==> config.mk <==
export PLATFORM = sky130hd
export DESIGN_NAME = regfile_mp
export DESIGN_NICKNAME = d
export VERILOG_FILES = /design/src/rtl/regfile_mp.sv
export SDC_FILE = /design/constraint.sdc
export NUM_CORES = 2
export LEC_CHECK = 0
export CORE_UTILIZATION = 55
export DETAILED_ROUTE_END_ITERATION = 10
export HOLD_SLACK_MARGIN = 0.1
export PLACE_DENSITY = 0.73
export SLEW_MARGIN = 0
export SYNTH_ARGS = -nofsm -noshare
export SYNTH_HDL_FRONTEND = slang
export SYNTH_SLANG_ARGS = --single-unit
export TNS_END_PERCENT = 50
==> constraint.sdc <==
create_clock -name clk -period 41.9 [get_ports clk]
set_input_delay 6.285 -clock clk [delete_from_list [all_inputs] [get_ports clk]]
set_output_delay 6.285 -clock clk [all_outputs]
set_load 0.005 [all_outputs]
Figure 1. Placement by cell class.
The bar under the picture is 100 microns long.
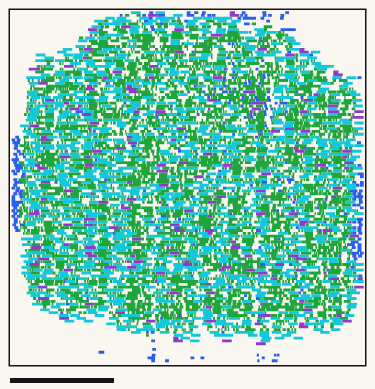
Cyan marks flip-flops, cells 1057. Purple marks clock drivers and dummy loads, cells 205. Green marks all other logic, cells 4151. Blue marks other buffers and delay cells, cells 315.
site row count: 124
placeable core area: 0.114 sq mm
share of cell area taken by flip-flops and latches: 38.1%
utilization after layout: 60.8%

Figure 2. Register map, names as in the netlist.
The bar under the picture is 100 microns long.
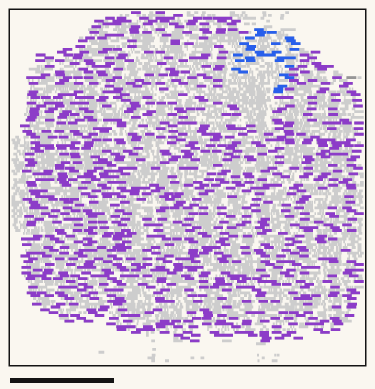
Purple marks regs, sequential cells 1024, where all over the die. Blue marks busy, sequential cells 32, where upper right.
sequential cell area in the final layout: 0.0265 sq mm
power dissipated in sequential cells: 1370 uW

Figure 3. Selected gate families.
The bar under the picture is 100 microns long.
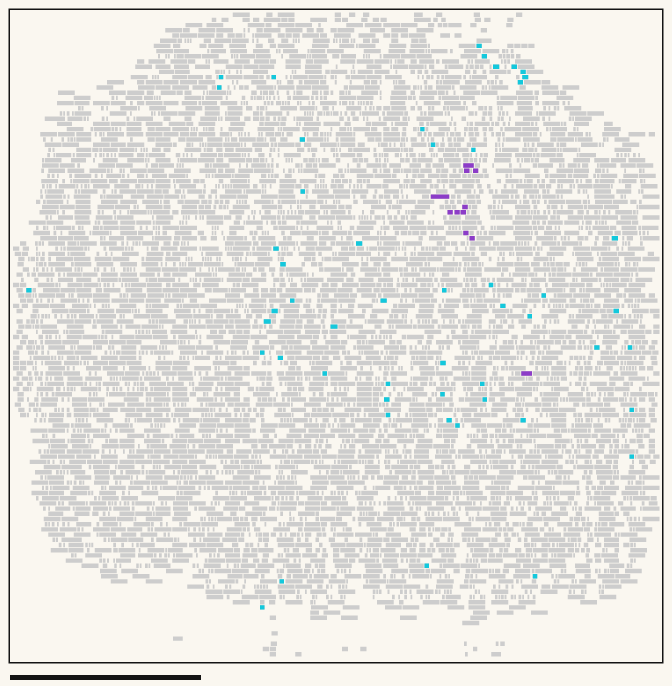
Purple marks XOR/XNOR gates, cells 11. Cyan marks AND-OR and OR-AND gates, cells 52.
multi-input gate share of total cell area: 49.5%
number of standard cells in the final layout excluding fillers: 7246

Figure 4. Routing congestion map.
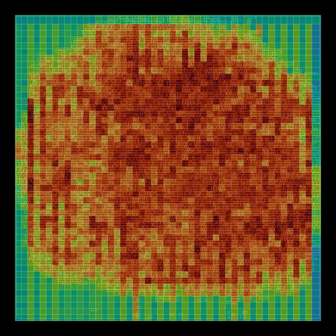
global-route track usage on met1: 54.1%
wire length per cell after detailed routing: 34.9 microns
met3 usage: 20.5%

==> ds_physical_params.txt <==
Physical implementation characteristics

Parameter                              Value

Placed design
  Cell Count Post-Placement    7035
  Worst-case setup slack after placement    about 24 ns
  Input/output buffers    157
  Half-perimeter wire length after placement    between 100000 and 150000 microns
  Final weighted congestion in routability-driven placement    a little under 1
  Placed cell area    0.0656 sq mm

Synthesis
  Yosys top cell area share    between 40% and 50%
  Count of distinct cell types in the synthesized netlist    slightly above 70
  Number of enable-type register cells in the synthesized netlist    0
  Post-synthesis cell count from yosys    5832
  Largest cells by area after synthesis    sky130_fd_sc_hd__dfrtp_1, sky130_fd_sc_hd__mux4_2, sky130_fd_sc_hd__nand2_1, sky130_fd_sc_hd__o21ai_0, sky130_fd_sc_hd__mux2i_1
  MUX area fraction    30.5%
  Synthesized registers    1057
  Area of the synthesized netlist per yosys stat    0.0632 sq mm
  Area fraction in xor and xnor cells    0.194%
  Library cell with the largest summed area after synthesis    sky130_fd_sc_hd__dfrtp_1
  Cell Area, Synth    0.0632 sq mm
  Yosys simple share    11.0%
  Number of nets in the synthesized netlist    5923
  Count of warnings emitted by yosys    0
  Part of the Yosys area used for sequential elements    between 40% and 50%
  Synth Flop Type    sky130_fd_sc_hd__dfrtp_1
  Post-synthesis cell count    5832
  Share of flip-flops with an asynchronous set or reset    100%
  AND-OR/OR-AND Cells, Area Fraction    12.0%
  Adder-Cell Fraction of Synth Area    0%
  Mean Syn Cell Area    around 11 sq um
  Main logic family after synthesis    multiplexers

Critical path
  Critical path data required time    35.62 ns
  Number of cells traversed by the worst register-to-register path    7
  CP Max Fanout    47
  Worst reg-to-reg setup slack    between 30 and 40 ns
  Most common cell on crit path    sky130_fd_sc_hd__buf_4
  Dominant delay contributor by cell family on the critical path    buffers and inverters
  Crit path kind    input port to primary output
  Master of the slowest instance on the critical path    sky130_fd_sc_hd__o211ai_1
  CP Buf/Inv Count    4
  Crit. path cell count    9
  Worst Path Arrival    11.82 ns
  Crit path cell chain    buf_4 -> buf_4 -> nor2_1 -> o2bb2ai_1 -> nor4_2 -> buf_4 -> nand2_1 -> o211ai_1 -> clkdlybuf4s50_1
  Crit path capture type    primary output
  Worst Setup Start Kind    input port
  Largest stage delay on the critical path    0.90 ns

Layout
  Flip-flop count of the largest register after layout    1024
  Number of clock buffers in the layout    164
  Non-clock buffer area fraction after layout    4.02%
  Synthesis-to-finish area growth    9.86%
  Count of sequential standard cells    approximately 1100
  Buffer count excluding the clock tree in the final layout    approximately 320
  Area of the multi-input gates    0.0344 sq mm
  Layout Cell Area excl Fill    0.0695 sq mm
  Most frequent standard cell in the layout excluding fill and tap cells    sky130_fd_sc_hd__nand2_1
  Clock buffers and inverters, area share    5.61%
  Inverters, non-clock    9
  Most frequent logic cells in the routed design    sky130_fd_sc_hd__nand2_1, sky130_fd_sc_hd__dfrtp_1, sky130_fd_sc_hd__o21ai_0, sky130_fd_sc_hd__mux4_2, sky130_fd_sc_hd__mux2i_1
  Fill count    9102
  Dominant kind of cell by area    multi-input combinational cells
  Number of antenna cells inserted    6
  Layout net count    5727
  Multi-In Gates    just over 4000
  Share of cells above drive strength 1    a little over a fifth

Global routing
  Vias in the first global route    roughly 53000
  Most congested layer reported by global routing    met2
  Gr usage total    43.4%
  Pin count of the biggest net entering global routing    174
  GRT met2 Usage    58.6%
  First-pass GRT wire length    364000 microns
  Remaining global-route overflow    0
  Number of antenna violations at the first check in global routing    8

Drt
  First drt pass iteration count    7
  Top Layer Used    met5
  Wl on met1    83700 microns
  Total length of routed met2 wires    between 100000 and 150000 microns
  DRT iter0 DRCs    10052
  Number of vias after detailed routing    54585
  Total met3 wirelength after detailed routing    43700 microns
  Number of nets still failing antenna checks after routing    0
  Total wire length    253000 microns
  Vias per Instance    7.53
  Residual DRC count    0

Floorplanning
  Number of placed I/O pins    158
  Die span in x    341 microns
  Tap Count    approximately 1500
  Share of the core filled by cells before placement    55.4%
  Chip Area    0.116 sq mm
  Height of the die    341 microns

Final timing
  Min Tclk post-route    18.11 ns
  Worst-case setup margin in the final layout    23.79 ns
  Number of setup violations in the final report    0
  Final Cycle Share    a little over two fifths
  Final Hold Fails    0
  Smallest hold slack    0.397 ns
  Max-slew headroom    -10.0%
  Transition time of the tightest slew-check pin    1.64 ns
  Post-route clock skew    0.0311 ns
  Setup repair after global routing missed its margin    no
  Fmax    approximately 55 MHz
  Setup TNS    0 ns
  Pins Over Slew Limit    17

CTS
  CTS Sinks    1057
  Clock root buffer    sky130_fd_sc_hd__clkbuf_16
  H-tree depth    3
  Worst skew pair latency    around 0.76 ns
  CTS tree    built
  Total CTS buffers    around 110
  Clock transition time at the flip-flop clock pins of the worst setup and hold paths    ~0.06 ns
  Number of gates resized after cts    0
  Hold bufs inserted after CTS    0
  Maximum buffer depth of the clock tree    3
  Number of setup buffers added after CTS    0

Hold path
  Cell depth of the worst hold path    0
  Hold WC Path Type    flip-flop to flip-flop

Pwr
  Power density of the placed cells    45.2 mW/mm^2
  Worst vdd rail ir drop    0.0394 mV
  Post-route total power    approximately 3100 uW
  Cell leakage power    between 0.02 and 0.03 uW

Job
  OpenROAD warning count    39
  Max-cap violations    2

Status
  Run status    finished with violations
  Failing checks    max-capacitance violations, max-slew violations
cells in the mapped netlist, drive strengths merged (5+ instances only):
master,count
nor2,151
xnor2,10
or3,8
a2111oi,8
and3,13
mux2i,363
mux4,630
and2,9
o21a,8
o221ai,15
or4,24
a22oi,57
mux2,133
nand4bb,6
a211oi,21
a211o,5
nor2b,27
nand3b,5
inv,6
nor3,40
nor4,14
nand2b,19
a221oi,17
buf,225
a22o,11
dfrtp,1057
clkbuf,399
a21o,19
o211ai,25
o21ai,830
nand3,46
a31oi,9
a21oi,100
nand2,1298
o32ai,14
a2bb2oi,11
o22ai,147
nand4,7
report_power, final:
group / internal [uW] / switching [uW] / leakage [uW]
registers: 1190 / 173 / 0.0139
clock network: 607 / 455 / 0.00191
logic: 349 / 365 / 0.0138
total: 2150 / 994 / 0.0296
Power figures rest on the tool's default switching activity, not on a simulated workload.
